`src/rtl/debug_pkg.sv`:
```
// Shared debug types: controller function codes, responder states and the
// byte-lane formatting helpers used on the data memory path.
package debug_pkg;

   typedef enum logic [3:0] {
      FN_NONE,
      FN_PAUSE,
      FN_RESUME,
      FN_RESET,
      FN_REG_RD,
      FN_REG_WR,
      FN_MEM_RD,
      FN_MEM_WR,
      FN_MULTI
   } debug_fn_e;

   typedef enum logic [2:0] {
      S_IDLE,
      S_PAUSE,
      S_RESUME,
      S_RST,
      S_REG_RD,
      S_REG_WR,
      S_MEM,
      S_ERR
   } state_e;

   // cmd bit order: pause, resume, db_reset, reg_rd, reg_wr, mem_rd, mem_wr
   function automatic debug_fn_e decode_fn(input logic [6:0] cmd);
      case (cmd)
         7'b0000000: decode_fn = FN_NONE;
         7'b1000000: decode_fn = FN_PAUSE;
         7'b0100000: decode_fn = FN_RESUME;
         7'b0010000: decode_fn = FN_RESET;
         7'b0001000: decode_fn = FN_REG_RD;
         7'b0000100: decode_fn = FN_REG_WR;
         7'b0000010: decode_fn = FN_MEM_RD;
         7'b0000001: decode_fn = FN_MEM_WR;
         default:    decode_fn = FN_MULTI;
      endcase
   endfunction

   function automatic logic [31:0] fmt_wdata(input logic byte_en, input logic [31:0] d);
      fmt_wdata = byte_en ? {4{d[7:0]}} : d;
   endfunction

   function automatic logic [31:0] fmt_rdata(input logic byte_en, input logic [31:0] d);
      fmt_rdata = byte_en ? {24'd0, d[7:0]} : d;
   endfunction

endpackage

```
`src/rtl/db_mem_port.sv`:
```
// Data memory request port: holds the request until dm_ack or timeout and
// reports completion to the responder FSM with a one-cycle done/err strobe.
module db_mem_port
   import debug_pkg::*;
#(
   parameter int MEM_TIMEOUT = 64
) (
   input  logic        clk,
   input  logic        reset,
   input  logic        start,
   input  logic        wr,
   input  logic        byte_en,
   input  logic [31:0] addr,
   input  logic [31:0] wdata,
   output logic [31:0] dm_addr,
   output logic [31:0] dm_wdata,
   output logic        dm_re,
   output logic        dm_we,
   output logic        dm_byte,
   input  logic        dm_ack,
   input  logic [31:0] dm_rdata,
   output logic        done,
   output logic        err,
   output logic [31:0] rdata
);

   localparam int TMR_W = $clog2(MEM_TIMEOUT);
   localparam logic [TMR_W-1:0] TMR_LAST = TMR_W'(MEM_TIMEOUT - 1);

   logic [31:0]      dm_addr_q, dm_addr_d;
   logic [31:0]      dm_wdata_q, dm_wdata_d;
   logic             dm_re_q, dm_re_d;
   logic             dm_we_q, dm_we_d;
   logic             dm_byte_q, dm_byte_d;
   logic [TMR_W-1:0] tmr_q, tmr_d;

   // NOTE: every always_comb output gets a default first so no path infers a latch.
   always_comb begin
      dm_addr_d  = dm_addr_q;
      dm_wdata_d = dm_wdata_q;
      dm_re_d    = dm_re_q;
      dm_we_d    = dm_we_q;
      dm_byte_d  = dm_byte_q;
      tmr_d      = tmr_q;
      done       = 1'b0;
      err        = 1'b0;
      rdata      = '0;
      if (start) begin
         dm_addr_d  = addr;
         dm_wdata_d = fmt_wdata(byte_en, wdata);
         dm_byte_d  = byte_en;
         dm_re_d    = !wr;
         dm_we_d    = wr;
         tmr_d      = '0;
      end else if (dm_re_q || dm_we_q) begin
         // An ack on the final timeout cycle wins over the timeout.
         if (dm_ack) begin
            done    = 1'b1;
            rdata   = fmt_rdata(dm_byte_q, dm_rdata);
            dm_re_d = 1'b0;
            dm_we_d = 1'b0;
         end else if (tmr_q == TMR_LAST) begin
            done    = 1'b1;
            err     = 1'b1;
            dm_re_d = 1'b0;
            dm_we_d = 1'b0;
         end else begin
            tmr_d = tmr_q + 1'b1;
         end
      end
   end

   // NOTE: sequential state uses non-blocking assignments only.
   always_ff @(posedge clk) begin
      if (reset) begin
         dm_addr_q  <= '0;
         dm_wdata_q <= '0;
         dm_re_q    <= 1'b0;
         dm_we_q    <= 1'b0;
         dm_byte_q  <= 1'b0;
         tmr_q      <= '0;
      end else begin
         dm_addr_q  <= dm_addr_d;
         dm_wdata_q <= dm_wdata_d;
         dm_re_q    <= dm_re_d;
         dm_we_q    <= dm_we_d;
         dm_byte_q  <= dm_byte_d;
         tmr_q      <= tmr_d;
      end
   end

   assign dm_addr  = dm_addr_q;
   assign dm_wdata = dm_wdata_q;
   assign dm_re    = dm_re_q;
   assign dm_we    = dm_we_q;
   assign dm_byte  = dm_byte_q;

endmodule

```
`src/rtl/mcu_db_responder.sv`:
```
// MCU-side debug responder: executes controller commands against the core's
// stall/reset controls, register file and data memory.
module mcu_db_responder
   import debug_pkg::*;
#(
   parameter bit START_PAUSED = 1'b0,
   parameter int RST_CYCLES   = 4,
   parameter int MEM_TIMEOUT  = 64
) (
   input  logic        clk,
   input  logic        reset,
   input  logic [31:0] d_in,
   input  logic [31:0] addr,
   input  logic        pause,
   input  logic        resume,
   input  logic        db_reset,
   input  logic        reg_rd,
   input  logic        reg_wr,
   input  logic        mem_rd,
   input  logic        mem_wr,
   input  logic        mem_rw_byte,
   input  logic        valid,
   output logic        mcu_busy,
   output logic [31:0] d_rd,
   output logic        error,
   output logic        core_stall,
   output logic        core_reset,
   input  logic        instr_bound,
   output logic [4:0]  rf_addr,
   output logic [31:0] rf_wdata,
   output logic        rf_we,
   input  logic [31:0] rf_rdata,
   output logic [31:0] dm_addr,
   output logic [31:0] dm_wdata,
   output logic        dm_re,
   output logic        dm_we,
   output logic        dm_byte,
   input  logic        dm_ack,
   input  logic [31:0] dm_rdata
);

   localparam int CNT_W = (RST_CYCLES > 2) ? $clog2(RST_CYCLES) : 1;
   localparam logic [CNT_W-1:0] RST_LAST = CNT_W'(RST_CYCLES - 1);

   state_e           state_q, state_d;
   logic             paused_q, paused_d;
   logic             core_stall_q, core_stall_d;
   logic             core_reset_q, core_reset_d;
   logic [4:0]       rf_addr_q, rf_addr_d;
   logic [31:0]      rf_wdata_q, rf_wdata_d;
   logic             rf_we_q, rf_we_d;
   logic [31:0]      d_rd_q, d_rd_d;
   logic             error_q, error_d;
   logic [CNT_W-1:0] cnt_q, cnt_d;
   debug_fn_e        fn;
   logic             mem_start, mem_done, mem_err;
   logic [31:0]      mem_rdata;

   always_comb begin
      state_d      = state_q;
      paused_d     = paused_q;
      core_stall_d = core_stall_q;
      core_reset_d = core_reset_q;
      rf_addr_d    = rf_addr_q;
      rf_wdata_d   = rf_wdata_q;
      rf_we_d      = 1'b0;
      d_rd_d       = d_rd_q;
      error_d      = error_q;
      cnt_d        = cnt_q;
      mem_start    = 1'b0;
      fn           = decode_fn({pause, resume, db_reset, reg_rd, reg_wr, mem_rd, mem_wr});
      case (state_q)
         S_IDLE: if (valid && fn != FN_NONE) begin
            error_d = 1'b0;
            case (fn)
               FN_PAUSE: begin
                  state_d      = S_PAUSE;
                  core_stall_d = 1'b1;
               end
               FN_RESUME: begin
                  state_d      = S_RESUME;
                  core_stall_d = 1'b0;
                  paused_d     = 1'b0;
               end
               FN_RESET: begin
                  state_d      = S_RST;
                  core_reset_d = 1'b1;
                  cnt_d        = RST_LAST;
               end
               FN_REG_RD, FN_REG_WR: begin
                  if (!paused_q || addr[31:5] != '0) begin
                     state_d = S_ERR;
                  end else begin
                     rf_addr_d = addr[4:0];
                     cnt_d     = '0;
                     if (fn == FN_REG_WR) begin
                        state_d    = S_REG_WR;
                        rf_wdata_d = d_in;
                        rf_we_d    = (addr[4:0] != 5'd0);
                     end else begin
                        state_d = S_REG_RD;
                     end
                  end
               end
               FN_MEM_RD, FN_MEM_WR: begin
                  if (!paused_q || (!mem_rw_byte && addr[1:0] != 2'd0)) begin
                     state_d = S_ERR;
                  end else begin
                     state_d   = S_MEM;
                     mem_start = 1'b1;
                  end
               end
               default: state_d = S_ERR;
            endcase
         end
         S_PAUSE: if (paused_q || instr_bound) begin
            paused_d = 1'b1;
            state_d  = S_IDLE;
         end
         S_RESUME: state_d = S_IDLE;
         S_RST: begin
            if (cnt_q == '0) begin
               core_reset_d = 1'b0;
               state_d      = S_IDLE;
            end else begin
               cnt_d = cnt_q - 1'b1;
            end
         end
         // First cycle presents rf_addr; second captures the registered read data.
         S_REG_RD: begin
            if (cnt_q == '0) begin
               cnt_d = CNT_W'(1);
            end else begin
               d_rd_d  = rf_rdata;
               state_d = S_IDLE;
            end
         end
         S_REG_WR: state_d = S_IDLE;
         S_MEM: if (mem_done) begin
            if (mem_err || dm_re) d_rd_d = mem_rdata;
            error_d = mem_err;
            state_d = S_IDLE;
         end
         S_ERR: begin
            error_d = 1'b1;
            state_d = S_IDLE;
         end
         default: state_d = S_IDLE;
      endcase
   end

   always_ff @(posedge clk) begin
      if (reset) begin
         state_q      <= S_IDLE;
         paused_q     <= START_PAUSED;
         core_stall_q <= START_PAUSED;
         core_reset_q <= 1'b0;
         rf_addr_q    <= '0;
         rf_wdata_q   <= '0;
         rf_we_q      <= 1'b0;
         d_rd_q       <= '0;
         error_q      <= 1'b0;
         cnt_q        <= '0;
      end else begin
         state_q      <= state_d;
         paused_q     <= paused_d;
         core_stall_q <= core_stall_d;
         core_reset_q <= core_reset_d;
         rf_addr_q    <= rf_addr_d;
         rf_wdata_q   <= rf_wdata_d;
         rf_we_q      <= rf_we_d;
         d_rd_q       <= d_rd_d;
         error_q      <= error_d;
         cnt_q        <= cnt_d;
      end
   end

   db_mem_port #(.MEM_TIMEOUT(MEM_TIMEOUT)) u_mem_port (
      .clk      (clk),
      .reset    (reset),
      .start    (mem_start),
      .wr       (fn == FN_MEM_WR),
      .byte_en  (mem_rw_byte),
      .addr     (addr),
      .wdata    (d_in),
      .dm_addr  (dm_addr),
      .dm_wdata (dm_wdata),
      .dm_re    (dm_re),
      .dm_we    (dm_we),
      .dm_byte  (dm_byte),
      .dm_ack   (dm_ack),
      .dm_rdata (dm_rdata),
      .done     (mem_done),
      .err      (mem_err),
      .rdata    (mem_rdata)
   );

   assign mcu_busy   = (state_q != S_IDLE);
   assign d_rd       = d_rd_q;
   assign error      = error_q;
   assign core_stall = core_stall_q;
   assign core_reset = core_reset_q;
   assign rf_addr    = rf_addr_q;
   assign rf_wdata   = rf_wdata_q;
   assign rf_we      = rf_we_q;

endmodule
```
`config.mk`:
```
export PLATFORM = sky130hd
export DESIGN_NAME = mcu_db_responder
export DESIGN_NICKNAME = d
export VERILOG_FILES = /design/src/rtl/debug_pkg.sv /design/src/rtl/db_mem_port.sv /design/src/rtl/mcu_db_responder.sv
export SDC_FILE = /design/constraint.sdc
export NUM_CORES = 1
export LEC_CHECK = 0
export CORE_UTILIZATION = 44
export CTS_BUF_LIST = sky130_fd_sc_hd__clkbuf_8
export CTS_CLUSTER_DIAMETER = 120
export DETAILED_ROUTE_END_ITERATION = 8
export GPL_ROUTABILITY_DRIVEN = 0
export PLACE_DENSITY = 0.83
export SLEW_MARGIN = 20
export SYNTH_ARGS = -nofsm -noshare
export SYNTH_HDL_FRONTEND = slang
export SYNTH_SLANG_ARGS = --single-unit
```
`constraint.sdc`:
```
create_clock -name clk -period 2.43 [get_ports clk]
set_clock_uncertainty 0.05 [all_clocks]
set_input_delay 0.243 -clock clk [delete_from_list [all_inputs] [get_ports clk]]
set_output_delay 0.243 -clock clk [all_outputs]
set_load 0.02 [all_outputs]
```
Fig. 1: cells colored by class
Bar = 20 um.
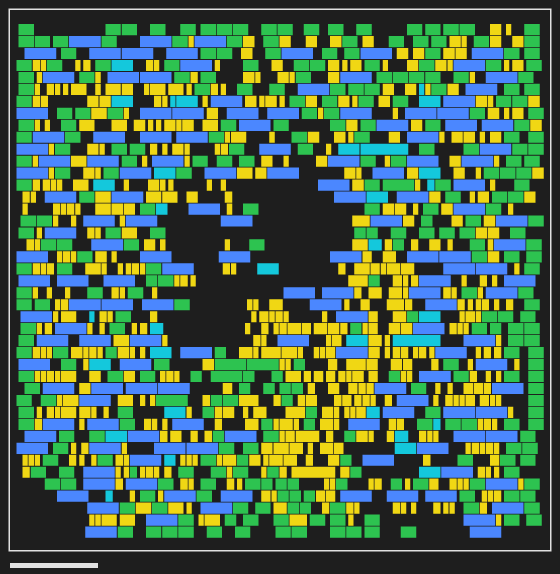
color	class	cells	share of their area
blue	flops	152	31%
yellow	all other logic	564	32%
green	other buffers and delay cells	328	33%
cyan	clock drivers and dummy loads	32	3.9%

Fig. 2: cell sizes after repair
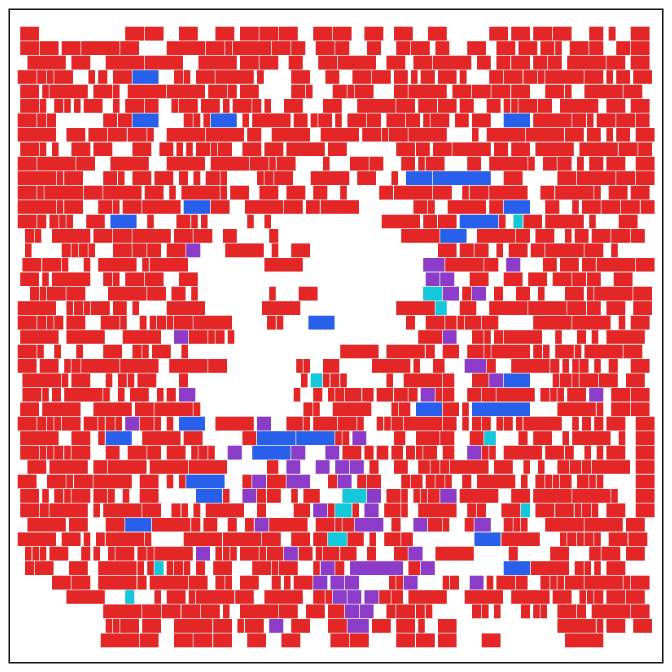
color	size	cells	share	most used
cyan	drive 2	11	1.0%	clkinv_2
purple	drive 3 to 4	55	5.1%	buf_4
red	drive 1 or less	985	92%	clkdlybuf4s50_1
blue	drive 6 and up	25	2.3%	clkbuf_8

Fig. 3: clock nets
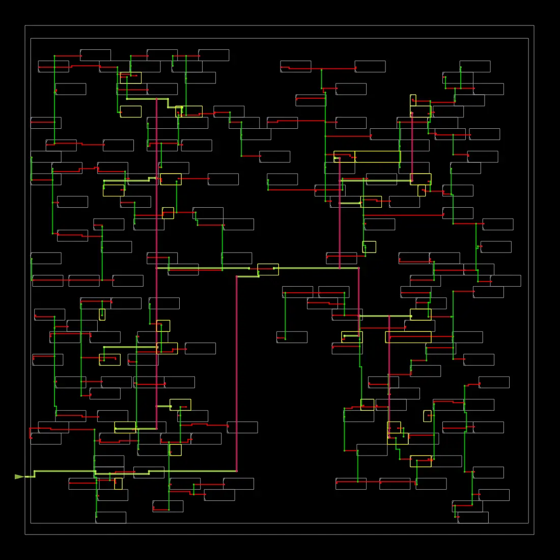
total CTS buffers: 17
clk_buf instances: 18

Fig. 4: routed clock nets over the placement
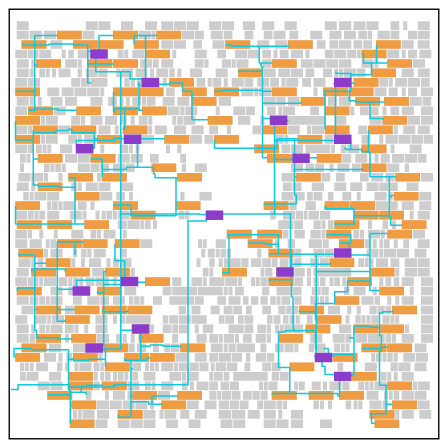
[orange] flip-flops | count: 152
[purple] cells driving clock nets | count: 17
[cyan] clock wires | length: 1820 um
flops lie	all over the die

==> CHANGELOG.md <==
### Changed

* Area leader share at 0.474
* Core Box Area at 0.0140 mm^2
* Cell Type Count at about 52
* Outcome: complete, no violations
* IO Count at around 280
* Mapped cell area at 0.00642 mm^2
* Crit path largest cell delay at 0.64 ns
* Most Crowded Layer GR: met2
* GRT Residual Overflow at 0
* Async set-reset flop share out of synthesis at 0
* Die width at 123 um
* Post-route DRC at 0
* Worst-path fanout max at 10
* Reg-to-reg slack, setup at 0.26 ns
* Non-CTS buffers at roughly 330
* Mux share at 0.0483
* Flops out of synthesis at 152
* Worst hold path endpoint: rf_addr[0]$_SDFFE_PP0P_
* Switching Fraction at 0.313
* Adders+Majority by Area at 0.00585
* WP depth at 3
* Yosys Instances at 776
* Most frequent cells in the layout: clkdlybuf4s50_1 (279), nand2_1 (162), dfxtp_1 (152)
* Clock buffers and inverters, area share at 0.0383
* Antenna fix cells at 0
* Buf/Inv on CP at 1
* Clk slew on worst S/H paths at 0.08 ns
* Comb pwr at 0.00172 W
* RR Endpoint: d_rd[12]$_SDFFE_PP0P_
* Net Sw Power at 0.00199 W
* Share of layout cells above drive strength 1 at 0.0846
* Max transition margin at 0.618
* Top logic family: AND-OR/OR-AND gates
* CTS H-Tree Depth at 4
* RSZ-0062 raised after global routing: no
* Reg2reg start: u_mem_port.tmr_q[0]$_SDFFE_PP0P_
* Ys flop type: dfxtp_1
* Worst hold path class: in2reg
* Hold wc startpoint: reset
* Yosys top cell by instances: nand2_1
* Fin crit share at 0.923
* Setup TNS at 0 ns
* Min-Delay Path Depth at 2
* Design Area, Final at 0.0100 mm^2
* Int Pwr at 0.00438 W
* Leakage at 3.53 nW
* Warnings from Yosys at 0
* Sequential Power Share at 0.433
* Post-cts hold-fix buffer tally at 0
* Routed wire length at between 20000 and 25000 um
* R2R cell count at 8
* CTS tree: built
* Met2 Wirelength at 10000 um
* Synthesized area per cell at 8.27 um^2
* Critical Path Sink: mcu_busy
* ANT nets after route at 0
* Crit path DAT at 1.95 ns
* Top power group: registers
* Post_cts resized at 0
* Fill count at around 1100
* Rows at roughly 43
No activity file was given, so power comes from the tool's default toggle rates.
